===== src/rtl/cpu_parameters.sv =====
// cpu_parameters: shared CPU-wide widths and types used by the register file and its scoreboard.
`default_nettype none
package cpu_parameters;
    localparam int xlen     = 32;
    localparam int num_regs = 32;
    localparam int reg_aw   = $clog2(num_regs);

    typedef logic [reg_aw-1:0] reg_addr_t;
    typedef logic [xlen-1:0]   xword_t;
endpackage
`default_nettype wire


===== src/rtl/regfile_scoreboard_busy_table.sv =====
// regfile_busy_table: per-register pending-writer bits with reserve/clear/flush and operand-ready output.
// Optional macro REGFILE_BYPASS_EN lets a same-cycle write-back clear an operand's busy state for o_ready.
`default_nettype none
module regfile_busy_table
    import cpu_parameters::*;
#(
    parameter  int NUM_REGS  = num_regs,
    parameter  int NUM_READ  = 2,
    parameter  int NUM_WRITE = 1,
    localparam int AW        = $clog2(NUM_REGS)
) (
    input  logic                           clk,
    input  logic                           rst_n,
    input  logic [NUM_WRITE-1:0]           i_wr_valid,
    input  logic [NUM_WRITE-1:0][AW-1:0]   i_wr_ad,
    input  logic                           i_rsv_valid,
    input  logic [AW-1:0]                  i_rsv_ad,
    input  logic                           i_flush,
    input  logic [NUM_READ-1:0]            i_rd_valid,
    input  logic [NUM_READ-1:0][AW-1:0]    i_rd_ad,
    output logic                           o_ready,
    output logic [NUM_REGS-1:0]            o_busy
);
    logic [NUM_REGS-1:0] r_busy;
    logic [NUM_REGS-1:0] w_wr_hit;
    logic [NUM_REGS-1:0] w_busy_nxt;
    logic [NUM_REGS-1:0] w_busy_eff;

    // Priority low to high: write clear, then reserve, then flush; x0 is forced idle last.
    always_comb begin
        w_wr_hit = '0;
        for (int p = 0; p < NUM_WRITE; p++) begin
            if (i_wr_valid[p]) begin
                w_wr_hit[i_wr_ad[p]] = 1'b1;
            end
        end
        w_wr_hit[0] = 1'b0;
        w_busy_nxt  = r_busy & ~w_wr_hit;
        if (i_rsv_valid) begin
            w_busy_nxt[i_rsv_ad] = 1'b1;
        end
        if (i_flush) begin
            w_busy_nxt = '0;
        end
        w_busy_nxt[0] = 1'b0;
    end

    always_ff @(posedge clk or negedge rst_n) begin
        if (!rst_n) begin
            r_busy <= '0;
        end else begin
            r_busy <= w_busy_nxt;
        end
    end

`ifdef REGFILE_BYPASS_EN
    assign w_busy_eff = r_busy & ~w_wr_hit;
`else
    assign w_busy_eff = r_busy;
`endif

    always_comb begin
        o_ready = 1'b1;
        for (int i = 0; i < NUM_READ; i++) begin
            if (i_rd_valid[i] && w_busy_eff[i_rd_ad[i]]) begin
                o_ready = 1'b0;
            end
        end
    end

    assign o_busy = r_busy;
endmodule
`default_nettype wire


===== src/rtl/regfile_scoreboard.sv =====
// regfile_scoreboard: multi-port integer register file with busy-bit scoreboard and flush.
// Optional macro REGFILE_BYPASS_EN forwards same-cycle write-back data/ready to the read ports.
`default_nettype none
module regfile_scoreboard
    import cpu_parameters::*;
#(
    parameter  int XLEN      = xlen,
    parameter  int NUM_REGS  = num_regs,
    parameter  int NUM_READ  = 2,
    parameter  int NUM_WRITE = 1,
    localparam int AW        = $clog2(NUM_REGS)
) (
    input  logic                            clk,
    input  logic                            rst_n,
    input  logic [NUM_WRITE-1:0]            w_valid,
    input  logic [NUM_WRITE-1:0][AW-1:0]    w_ad,
    input  logic [NUM_WRITE-1:0][XLEN-1:0]  w_data,
    input  logic [NUM_READ-1:0]             r_valid,
    input  logic [NUM_READ-1:0][AW-1:0]     r_ad,
    output logic [NUM_READ-1:0][XLEN-1:0]   r_data,
    output logic                            r_ready,
    input  logic                            rsv_valid,
    input  logic [AW-1:0]                   rsv_ad,
    input  logic                            flush,
    output logic [NUM_REGS-1:0]             busy
);
    logic [XLEN-1:0] r_mem [NUM_REGS];

    // x0 is never written, so it keeps its reset value of zero.
    always_ff @(posedge clk or negedge rst_n) begin
        if (!rst_n) begin
            for (int k = 0; k < NUM_REGS; k++) begin
                r_mem[k] <= '0;
            end
        end else begin
            for (int p = 0; p < NUM_WRITE; p++) begin
                if (w_valid[p] && (w_ad[p] != '0)) begin
                    r_mem[w_ad[p]] <= w_data[p];
                end
            end
        end
    end

    always_comb begin
        r_data = '0;
        for (int i = 0; i < NUM_READ; i++) begin
            r_data[i] = r_mem[r_ad[i]];
`ifdef REGFILE_BYPASS_EN
            for (int p = 0; p < NUM_WRITE; p++) begin
                if (w_valid[p] && (w_ad[p] == r_ad[i]) && (r_ad[i] != '0)) begin
                    r_data[i] = w_data[p];
                end
            end
`endif
        end
    end

    regfile_busy_table #(
        .NUM_REGS  (NUM_REGS),
        .NUM_READ  (NUM_READ),
        .NUM_WRITE (NUM_WRITE)
    ) u_busy_table (
        .clk         (clk),
        .rst_n       (rst_n),
        .i_wr_valid  (w_valid),
        .i_wr_ad     (w_ad),
        .i_rsv_valid (rsv_valid),
        .i_rsv_ad    (rsv_ad),
        .i_flush     (flush),
        .i_rd_valid  (r_valid),
        .i_rd_ad     (r_ad),
        .o_ready     (r_ready),
        .o_busy      (busy)
    );
endmodule
`default_nettype wire


===== config.mk =====
export PLATFORM = sky130hd
export DESIGN_NAME = regfile_scoreboard
export DESIGN_NICKNAME = d
export VERILOG_FILES = /design/src/rtl/cpu_parameters.sv /design/src/rtl/regfile_scoreboard_busy_table.sv /design/src/rtl/regfile_scoreboard.sv
export SDC_FILE = /design/constraint.sdc
export NUM_CORES = 2
export LEC_CHECK = 0
export ABC_CLOCK_PERIOD_IN_PS = 10900
export CAP_MARGIN = 40
export CORE_ASPECT_RATIO = 0.8
export CORE_MARGIN = 2
export CORE_UTILIZATION = 47
export DETAILED_ROUTE_END_ITERATION = 10
export SLEW_MARGIN = 20
export SYNTH_ARGS = -nofsm -noshare
export SYNTH_HDL_FRONTEND = slang
export SYNTH_SLANG_ARGS = --single-unit
export TNS_END_PERCENT = 10

===== constraint.sdc =====
create_clock -name clk -period 10.9 [get_ports clk]
set_clock_uncertainty 0.15 [all_clocks]
set_input_delay 2.725 -clock clk [delete_from_list [all_inputs] [get_ports clk]]
set_output_delay 2.725 -clock clk [all_outputs]
set_load 0.02 [all_outputs]

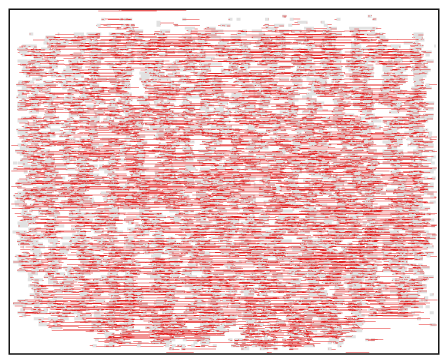
Fig. 1. Metal 1.
Cells faint in the background.
longest straight run = 105 um
share of all routed wire = 42%
nets with wire on the layer = 3,236

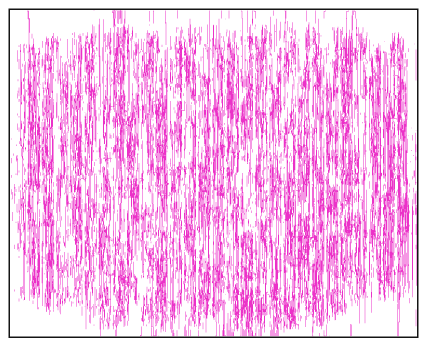
Fig. 2. Met2 routing.
nets with wire on the layer = 3,227
longest straight run = 138 um
main direction = vertical

==> GITHUB_STEP_SUMMARY <==
### Metrics collected by this job

| Metric | Value |
|---|---|
| Yosys top cell by area | dfrtp_1 |
| Ys async rst share | 100% |
| Post-CTS resize count | 0 |
| Post-DR wirelength/cell | 33.8 um |
| Leak Pwr | 26.8 nW |
| Total core area | 117,000 um2 |
| EDFF count, synth | 0 |
| Worst setup EP type | output port |
| Final Hold Vio Count | 0 |
| Tool Warnings | 33 |
| Fin Setup TNS | 0 ps |
| Area grow syn2layout | 14.0% |
| Vias/cell | 6.66 |
| Most common cell in the netlist | mux2_2 |
| Router iterations before antenna repair | 5 |
| Clock root buffer | clkbuf_16 |
| Die Size | 121,000 um2 |
| Crit. Startpoint | r_ad[0] |
| Cells in synth_stat.txt | 3,324 |
| Status | completed |
| Unique cell types | 35 |
| Hold Path Depth | 0 |
| R2R cell count | 2 |
| Global-route wire length before repair | 250,000 um |
| Largest net degree at the start of global routing | 179 |
| RR Endpoint | u_busy_table.o_busy[22]$_DFF_PN0_ |
| Worst Path Required | 8030 ps |
| Power Density | 186 nW/um2 |
| Clock-pin slew on the worst setup and hold paths | 60 ps |
| CTS Sinks | 1,055 |
| FP Core Util | 47.5% |
| Iter 0 DRT Violations | 2,449 |
| Boundary pin count | 156 |
| Total global-route track usage | 28.2% |
| Gp weighted congestion | 0.786 |
| Overall die height | 312 um |
| CTS Buf Count | 110 |
| H-tree Lvls | 3 |
| Drt total wl | 167,000 um |
| M1 wire length | 70,900 um |
| Largest cells by area | dfrtp_1 (48%), mux4_2 (26%), mux2_2 (21%), clkbuf_1 (1.6%), buf_2 (0.64%) |
| Synth top cells by count | mux2_2 (1,057), dfrtp_1 (1,055), mux4_2 (653) |
| GR Overflow Total | 0 |
| Final setup violation count | 0 |
| Late-Pin Clk Latency | 710 ps |
| Min Tclk post-route | 8860 ps |
| Top cell area share | 47.5% |
| Crit path kind | in -> out |
| Core Rows | 112 |
| Arrival @ worst endpoint | 5990 ps |
| DRC | 0 |
| N_diodes | 0 |
| Initial antenna violation count | 2 |
| Max-capacitance violation count | 0 |
| Unrepaired setup endpoints after global routing | false |
| Syn avg cell area | 16.7 um2 |
| DR WL met2 | 81,600 um |
| Max-slew headroom | 28.0% |
| Mapped Nets | 3,383 |
| Worst setup endpoint | r_data[22] |
| Hold_buf cts | 0 |
| DR vias | 33,000 |
| Vias in the first global route | 35,600 |
| Slew Limit Fails | 0 |
| Worst hold path startpoint | r_mem[1011]$_DFFE_PN0P_ |
| Place WS | 1990 ps |
| Synthesis area per yosys | 55,600 um2 |
| Final WS setup | 2040 ps |
| Maximum vdd drop | 0.141 mV |
| Slew @ Worst Pin | 1080 ps |
| Synth Instances | 3,324 |
| Fmax achieved | 113 MHz |
| Worst hold path class | reg -> reg |
| WL met3 | 10,200 um |
| Postcts setup bufs | 0 |
| CTS tree | built |
| Die W | 388 um |
| Port Buf Inserts | 154 |
| Final Core Density | 54.1% |
| Fin crit share | 81.3% |
| ANT nets after route | 0 |
| Share of layout cells above drive strength 1 | 60.5% |
| Cell area after synthesis | 55,600 um2 |
| Hold Path End | r_mem[1011]$_DFFE_PN0P_ |
| Reg2reg start | u_busy_table.o_busy[22]$_DFF_PN0_ |
| Post-synth regs | 1,055 |
| Register-to-register setup slack | 9870 ps |
| Top FF cell, synth | dfrtp_1 |
| Final layout net count | 3,384 |
| Startpoint types | input pin |
| Uppermost routed layer | met5 |
| HPWL after detailed placement | 94,800 um |
| Seq/Total Area, Yosys | 47.5% |
| Synthesis Warnings | 0 |
| CTS Buffer Depth | 3 |
| Crit Path Max Fanout | 68 |
==> state kept, by name (all words and copies together) (netlist names) <==
register and cells:
u_busy_table.o_busy 31, r_mem 1024
==> cell families after synthesis <==
family,Yosys count,synth area share (%)
buf+inv,393,2.99
flops,1055,47.5
simple gates,98,0.828
mux,1717,48.0
compound gates,60,0.669
other cells,1,0.00675
==> routing by layer <==
| layer | GRT usage, % | up-vias |
|---|---|---|
| met5 | 0 | - |
| met4 | 7.48 | 4 |
| li1 | - | 13100 |
| met1 | 39.6 | 18500 |
| met3 | 5.09 | 290 |
| met2 | 45.5 | 1211 |
==> area by class of cell <==
cell class	count	area [um2]
fill	9097	53700
timing repair buffer	278	3330
sequential	1055	26400
inverter	4	20.0
tap	1539	1930
multi-input combinational	1876	27700
clock buffer	164	3370
clock inverter	43	558
==> cell usage in the layout (no fill, tap or decap), types with 2 or more instances in the layout <==
| master | Yosys | final |
|---|---|---|
| and3_1 | 3 | 3 |
| buf_12 | 0 | 28 |
| clkbuf_8 | 0 | 31 |
| o21ai_0 | 17 | 17 |
| buf_16 | 0 | 14 |
| dfrtp_1 | 1055 | 1055 |
| clkbuf_1 | 241 | 18 |
| a211oi_1 | 3 | 3 |
| bufinv_16 | 0 | 12 |
| mux2i_1 | 7 | 7 |
| nor3b_1 | 8 | 8 |
| nor2_4 | 0 | 16 |
| clkbuf_16 | 0 | 115 |
| clkinv_8 | 0 | 2 |
| buf_8 | 0 | 32 |
| nand3_1 | 2 | 2 |
| buf_4 | 14 | 46 |
| mux2_2 | 1057 | 1057 |
| nand3b_1 | 4 | 4 |
| nor2_1 | 36 | 20 |
| mux4_2 | 653 | 653 |
| buf_6 | 6 | 7 |
| clkdlybuf4s50_1 | 0 | 144 |
| nand2_4 | 0 | 15 |
| nor3_1 | 2 | 2 |
| nor2b_1 | 2 | 2 |
| a21oi_1 | 18 | 18 |
| clkinv_2 | 0 | 23 |
| a22oi_1 | 15 | 15 |
| nand2_1 | 34 | 19 |
| and3b_1 | 4 | 4 |
| clkinvlp_4 | 0 | 4 |
| buf_2 | 71 | 6 |
| inv_1 | 3 | 3 |
==> per-stage QoR <==
stage,hold WS (ps),std cells,cell area [um2],power (mW)
CTS,248,4939,63100,11.8
global route,256,4959,63400,12.2
global placement,228,4689,58300,7.57
floorplan,291,3324,55600,6.90
detailed placement,236,4732,59100,7.74
finish,246,4959,63400,11.8
==> critical path, cell delays in order <==
cell	delay [ps]
buf_8	600
buf_12	510
mux4_2	590
mux4_2	550
mux2_2	290
clkdlybuf4s50_1	540
==> power by group <==
group | internal (mW) | switching (mW) | total [mW]
clock | 2.42 | 1.65 | 4.07
combinational | 1.59 | 0.932 | 2.52
sequential | 4.64 | 0.528 | 5.17
total | 8.65 | 3.11 | 11.8
No activity file was given, so power comes from the tool's default toggle rates.
